--- config.mk ---
export PLATFORM = sky130hd
export DESIGN_NAME = mem_arbiter
export DESIGN_NICKNAME = d
export VERILOG_FILES = /design/src/rtl/mem_arbiter.sv
export SDC_FILE = /design/constraint.sdc
export NUM_CORES = 1
export LEC_CHECK = 0
export CELL_PAD_IN_SITES_DETAIL_PLACEMENT = 0
export CELL_PAD_IN_SITES_GLOBAL_PLACEMENT = 1
export CORE_UTILIZATION = 17
export DETAILED_ROUTE_END_ITERATION = 7
export PLACE_DENSITY = 0.95
export SLEW_MARGIN = 10
export SYNTH_ARGS = -nofsm -noshare
export SYNTH_HDL_FRONTEND = slang
export SYNTH_SLANG_ARGS = --single-unit
--- constraint.sdc ---
create_clock -name CLK -period 2.6 [get_ports CLK]
set_input_delay 0.39 -clock CLK [delete_from_list [all_inputs] [get_ports CLK]]
set_output_delay 0.39 -clock CLK [all_outputs]
set_load 0.03 [all_outputs]
--- src/rtl/mem_arbiter.sv ---
// Three-way work-RAM arbiter: GFX fixed priority, CPU/DMA round-robin, bounded locked bursts.
// Optional starvation guard for CPU/DMA is built when MEM_ARB_STARVE_GUARD_EN is defined.
module mem_arbiter #(
    parameter int BITS         = 16,
    parameter int ADDRESS_BITS = 15,
    parameter int MAX_BURST    = 8,
    parameter int STARVE_MAX   = 4
) (
    input  logic                    CLK,
    input  logic                    RSTb,

    input  logic                    CPU_REQ,
    input  logic                    CPU_WR,
    input  logic                    CPU_LOCK,
    input  logic [ADDRESS_BITS-1:0] CPU_ADDR,
    input  logic [BITS-1:0]         CPU_DIN,
    output logic                    CPU_GNT,
    output logic                    CPU_RVALID,

    input  logic                    GFX_REQ,
    input  logic                    GFX_WR,
    input  logic                    GFX_LOCK,
    input  logic [ADDRESS_BITS-1:0] GFX_ADDR,
    input  logic [BITS-1:0]         GFX_DIN,
    output logic                    GFX_GNT,
    output logic                    GFX_RVALID,

    input  logic                    DMA_REQ,
    input  logic                    DMA_WR,
    input  logic                    DMA_LOCK,
    input  logic [ADDRESS_BITS-1:0] DMA_ADDR,
    input  logic [BITS-1:0]         DMA_DIN,
    output logic                    DMA_GNT,
    output logic                    DMA_RVALID,

    output logic [BITS-1:0]         RDATA,
    output logic [ADDRESS_BITS-1:0] MEM_ADDRESS,
    output logic [BITS-1:0]         MEM_DOUT,
    output logic                    MEM_WR,
    input  logic [BITS-1:0]         MEM_DIN
);

    localparam int BCW = $clog2(MAX_BURST + 1);

    typedef enum logic [1:0] {
        IDLE,
        OWN_CPU,
        OWN_GFX,
        OWN_DMA
    } state_t;

    state_t         state;
    state_t         state_nxt;
    logic [BCW-1:0] burst_cnt;
    logic [BCW-1:0] burst_nxt;
    logic           rr_dma;
    logic           gnt_cpu;
    logic           gnt_gfx;
    logic           gnt_dma;
    logic           locked_gnt;
    logic           burst_ok;
    logic           own_cpu;
    logic           own_gfx;
    logic           own_dma;
    logic           starved_cpu;
    logic           starved_dma;
    logic           cpu_rv;
    logic           gfx_rv;
    logic           dma_rv;

    // Ownership only holds while the owner keeps REQ and LOCK and has burst budget left
    assign burst_ok = burst_cnt < BCW'(MAX_BURST);
    assign own_cpu  = (state == OWN_CPU) && CPU_REQ && CPU_LOCK && burst_ok;
    assign own_gfx  = (state == OWN_GFX) && GFX_REQ && GFX_LOCK && burst_ok;
    assign own_dma  = (state == OWN_DMA) && DMA_REQ && DMA_LOCK && burst_ok;

`ifdef MEM_ARB_STARVE_GUARD_EN
    localparam int SCW = $clog2(STARVE_MAX + 1);

    logic [SCW-1:0] starve_cpu;
    logic [SCW-1:0] starve_dma;

    assign starved_cpu = CPU_REQ && (starve_cpu == SCW'(STARVE_MAX));
    assign starved_dma = DMA_REQ && (starve_dma == SCW'(STARVE_MAX));

    always_ff @(posedge CLK or negedge RSTb) begin
        if (!RSTb) begin
            starve_cpu <= '0;
            starve_dma <= '0;
        end else begin
            if (!CPU_REQ || gnt_cpu)
                starve_cpu <= '0;
            else if (starve_cpu != SCW'(STARVE_MAX))
                starve_cpu <= starve_cpu + 1'b1;

            if (!DMA_REQ || gnt_dma)
                starve_dma <= '0;
            else if (starve_dma != SCW'(STARVE_MAX))
                starve_dma <= starve_dma + 1'b1;
        end
    end
`else
    assign starved_cpu = 1'b0;
    assign starved_dma = 1'b0;
`endif

    // Grants are gated by reset so they drop without waiting for a clock edge
    always_comb begin
        gnt_cpu    = 1'b0;
        gnt_gfx    = 1'b0;
        gnt_dma    = 1'b0;
        locked_gnt = 1'b0;
        if (!RSTb) begin
            locked_gnt = 1'b0;
        end else if (starved_cpu) begin
            gnt_cpu = 1'b1;
        end else if (starved_dma) begin
            gnt_dma = 1'b1;
        end else if (own_cpu) begin
            gnt_cpu    = 1'b1;
            locked_gnt = 1'b1;
        end else if (own_gfx) begin
            gnt_gfx    = 1'b1;
            locked_gnt = 1'b1;
        end else if (own_dma) begin
            gnt_dma    = 1'b1;
            locked_gnt = 1'b1;
        end else if (GFX_REQ) begin
            gnt_gfx = 1'b1;
        end else if (!rr_dma) begin
            if (CPU_REQ)
                gnt_cpu = 1'b1;
            else if (DMA_REQ)
                gnt_dma = 1'b1;
        end else begin
            if (DMA_REQ)
                gnt_dma = 1'b1;
            else if (CPU_REQ)
                gnt_cpu = 1'b1;
        end
    end

    always_comb begin
        state_nxt = IDLE;
        burst_nxt = '0;
        if (gnt_cpu && CPU_LOCK) begin
            state_nxt = OWN_CPU;
            burst_nxt = locked_gnt ? burst_cnt + 1'b1 : BCW'(1);
        end else if (gnt_gfx && GFX_LOCK) begin
            state_nxt = OWN_GFX;
            burst_nxt = locked_gnt ? burst_cnt + 1'b1 : BCW'(1);
        end else if (gnt_dma && DMA_LOCK) begin
            state_nxt = OWN_DMA;
            burst_nxt = locked_gnt ? burst_cnt + 1'b1 : BCW'(1);
        end
    end

    always_ff @(posedge CLK or negedge RSTb) begin
        if (!RSTb) begin
            state     <= IDLE;
            burst_cnt <= '0;
            rr_dma    <= 1'b0;
            cpu_rv    <= 1'b0;
            gfx_rv    <= 1'b0;
            dma_rv    <= 1'b0;
        end else begin
            state     <= state_nxt;
            burst_cnt <= burst_nxt;
            if (gnt_cpu)
                rr_dma <= 1'b1;
            else if (gnt_dma)
                rr_dma <= 1'b0;
            cpu_rv <= gnt_cpu & ~CPU_WR;
            gfx_rv <= gnt_gfx & ~GFX_WR;
            dma_rv <= gnt_dma & ~DMA_WR;
        end
    end

    always_comb begin
        MEM_ADDRESS = '0;
        MEM_DOUT    = '0;
        MEM_WR      = 1'b0;
        unique case (1'b1)
            gnt_cpu: begin
                MEM_ADDRESS = CPU_ADDR;
                MEM_DOUT    = CPU_DIN;
                MEM_WR      = CPU_WR;
            end
            gnt_gfx: begin
                MEM_ADDRESS = GFX_ADDR;
                MEM_DOUT    = GFX_DIN;
                MEM_WR      = GFX_WR;
            end
            gnt_dma: begin
                MEM_ADDRESS = DMA_ADDR;
                MEM_DOUT    = DMA_DIN;
                MEM_WR      = DMA_WR;
            end
            default: begin
                MEM_WR = 1'b0;
            end
        endcase
    end

    assign CPU_GNT    = gnt_cpu;
    assign GFX_GNT    = gnt_gfx;
    assign DMA_GNT    = gnt_dma;
    assign CPU_RVALID = cpu_rv;
    assign GFX_RVALID = gfx_rv;
    assign DMA_RVALID = dma_rv;
    assign RDATA      = MEM_DIN;

endmodule

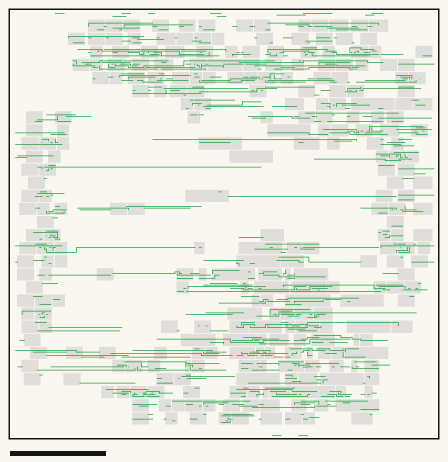
(images/layer_met1.png)
Bar = 20 um.
- share of all routed wire: 39%
- main direction: horizontal
- longest straight run: 45.1 um
global routing usage on met1: 15.5%
final WL: 6770 um
DR vias: 1821

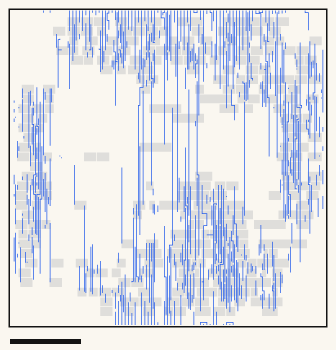
(images/layer_met2.png)
Bar = 20 um.
- wire length on this layer: 3570 um
- main direction: vertical
met2 Track Usage GR: 25.7%

==> flow_metrics.py <==
# Auto-generated metrics
metrics = {
    "critical_path": {
        "reg2reg_depth": 6,
        "cp_top_family": "buffers and inverters",
        "cp_cell_sequence": "nand4b_1 > buf_4 > nor2_4 > nor3b_4 > buf_12 > buf_12 > a221o_1 > buf_12",
        "r2r_end": "burst_cnt[0]$_DFF_PN0_",
        "path_buffers": 4,
        "cpPeakStageDelay_ps": 410,
        "worst-setup-path-type": "reg2out",
        "reg2reg_from": "burst_cnt[3]$_DFF_PN0_",
        "cp-endpoint": "MEM_WR",
        "worst_path_most_repeated_cell": "buf_12",
        "crit_required_ps": 2210,
        "worst-path-max-fanout": 8,
        "endpoint_kind": "output pin",
    },
    "sta": {
        "maxSlewHeadroom_pct": 74.9,
        "hold_ws_ps": 483,
        "fin_setup_tns_ps": 0,
        "layout_setup_ws_ps": 4.06,
        "fin_crit_ps": 2600,
        "finalHoldViolCount": 0,
        "worst_pin_slew_ps": 371,
        "finalClockPeriodUsage_pct": 99.8,
        "setup_violations": 0,
        "rsz0062_at_grt": "true",
        "fin_skew_ps": 1.73,
    },
    "synth": {
        "fp_nets": 261,
        "area_leaders": "a221o_1, dfrtp_1, a21boi_0",
        "syn_area_mm2": 0.00128,
        "yosys_cells": 140,
        "top_area_share_pct": 24.9,
        "simple_gate_share_pct": 10.5,
        "synthTopCellsByCount": "a21boi_0, a221o_1, buf_4",
        "yosysWarnings": 0,
        "syn_inst": 140,
        "top_logic_kind": "AND-OR/OR-AND gates",
        "async_reset_ff_share_pct": 100,
        "aoi_share_pct": 51.9,
        "top_area_cell": "a221o_1",
        "numSynthFlops": 10,
        "synth_cell_types": 33,
        "yosysSeqAreaShare_pct": 19.5,
        "edf_count": 0,
    },
    "cts": {
        "cts_tree": "yes",
        "cts.htree.levels": 1,
        "cts_inserted_buffers": 3,
        "clock-sinks": 10,
        "cts.clk_slew.worst_paths_ps": 50,
        "cts_hold_buf": 0,
        "cts_resized": 0,
    },
    "pwr": {
        "fin_total_pwr_w": 0.000912,
        "power-per-cell-area_mw_per_mm2": 295,
        "switching_share_pct": 33.2,
        "clk-power_w": 0.000199,
        "power-top-group": "combinational cells",
        "pg_comb_w": 0.000541,
        "p_clk_share_pct": 21.8,
        "ir_worst_vdd_mv": 0.118,
        "pg_seq_w": 0.000172,
        "leakagePower_nw": 1.31,
    },
    "global_route": {
        "grt_pass1_vias": 1611,
        "gr-total-overflow": 0,
        "use_met3_pct": 2.86,
        "grt_max_degree": 35,
    },
    "floorplanning": {
        "row_count": 31,
        "chipWidth_um": 88.9,
        "fp_util_pct": 17.6,
        "die_area_mm2": 0.00791,
        "ios": 174,
    },
    "cells_and_area": {
        "lay_top_cells": "clkdlybuf4s50_1, buf_4, a221o_1, a21boi_0, buf_6",
        "area_dominant_class": "buffers",
        "n_fill_cell": 743,
        "sh_seq_area_pct": 8.10,
        "final-comb-area_um2": 871,
        "regArea_um2": 250,
        "layout.cells.non_filler": 384,
        "largest_reg_flops": 4,
        "nClkBuffers": 4,
        "n_all_inverters": 2,
        "comb_cells": 100,
        "sh_comb_area_pct": 28.2,
        "biggestRegsByFlops": "burst_cnt x4, state x2",
        "area_growth_pct": 140,
        "lay_top_count": "clkdlybuf4s50_1",
        "diodes": 0,
        "regMostFlops": "burst_cnt",
        "layout.nonclk_buf_share_pct": 57.7,
        "flops": 10,
        "clock_tree_area_fraction_pct": 1.78,
    },
    "placement": {
        "hpwlAfterDp_um": 4490,
        "placedCellCount": 362,
        "io_buffers": 141,
        "pre_cts_slack_ps": 26.5,
        "dpl-instance-area_mm2": 0.00269,
    },
    "route": {
        "viasPerCell": 4.74,
        "remaining_drc_errors": 0,
        "drt_pass1_iterations": 4,
        "ant_nets": 0,
        "wl_met1_um": 2660,
        "dr.max_layer_used": "met4",
        "wl_per_cell_um": 17.6,
        "routed-wl-met3_um": 490,
    },
    "flow_run": {
        "warning_count": 27,
        "maxCapViolCount": 0,
    },
    "status": {
        "status": "complete, no violations",
    },
}
No activity file was given, so power comes from the tool's default toggle rates.
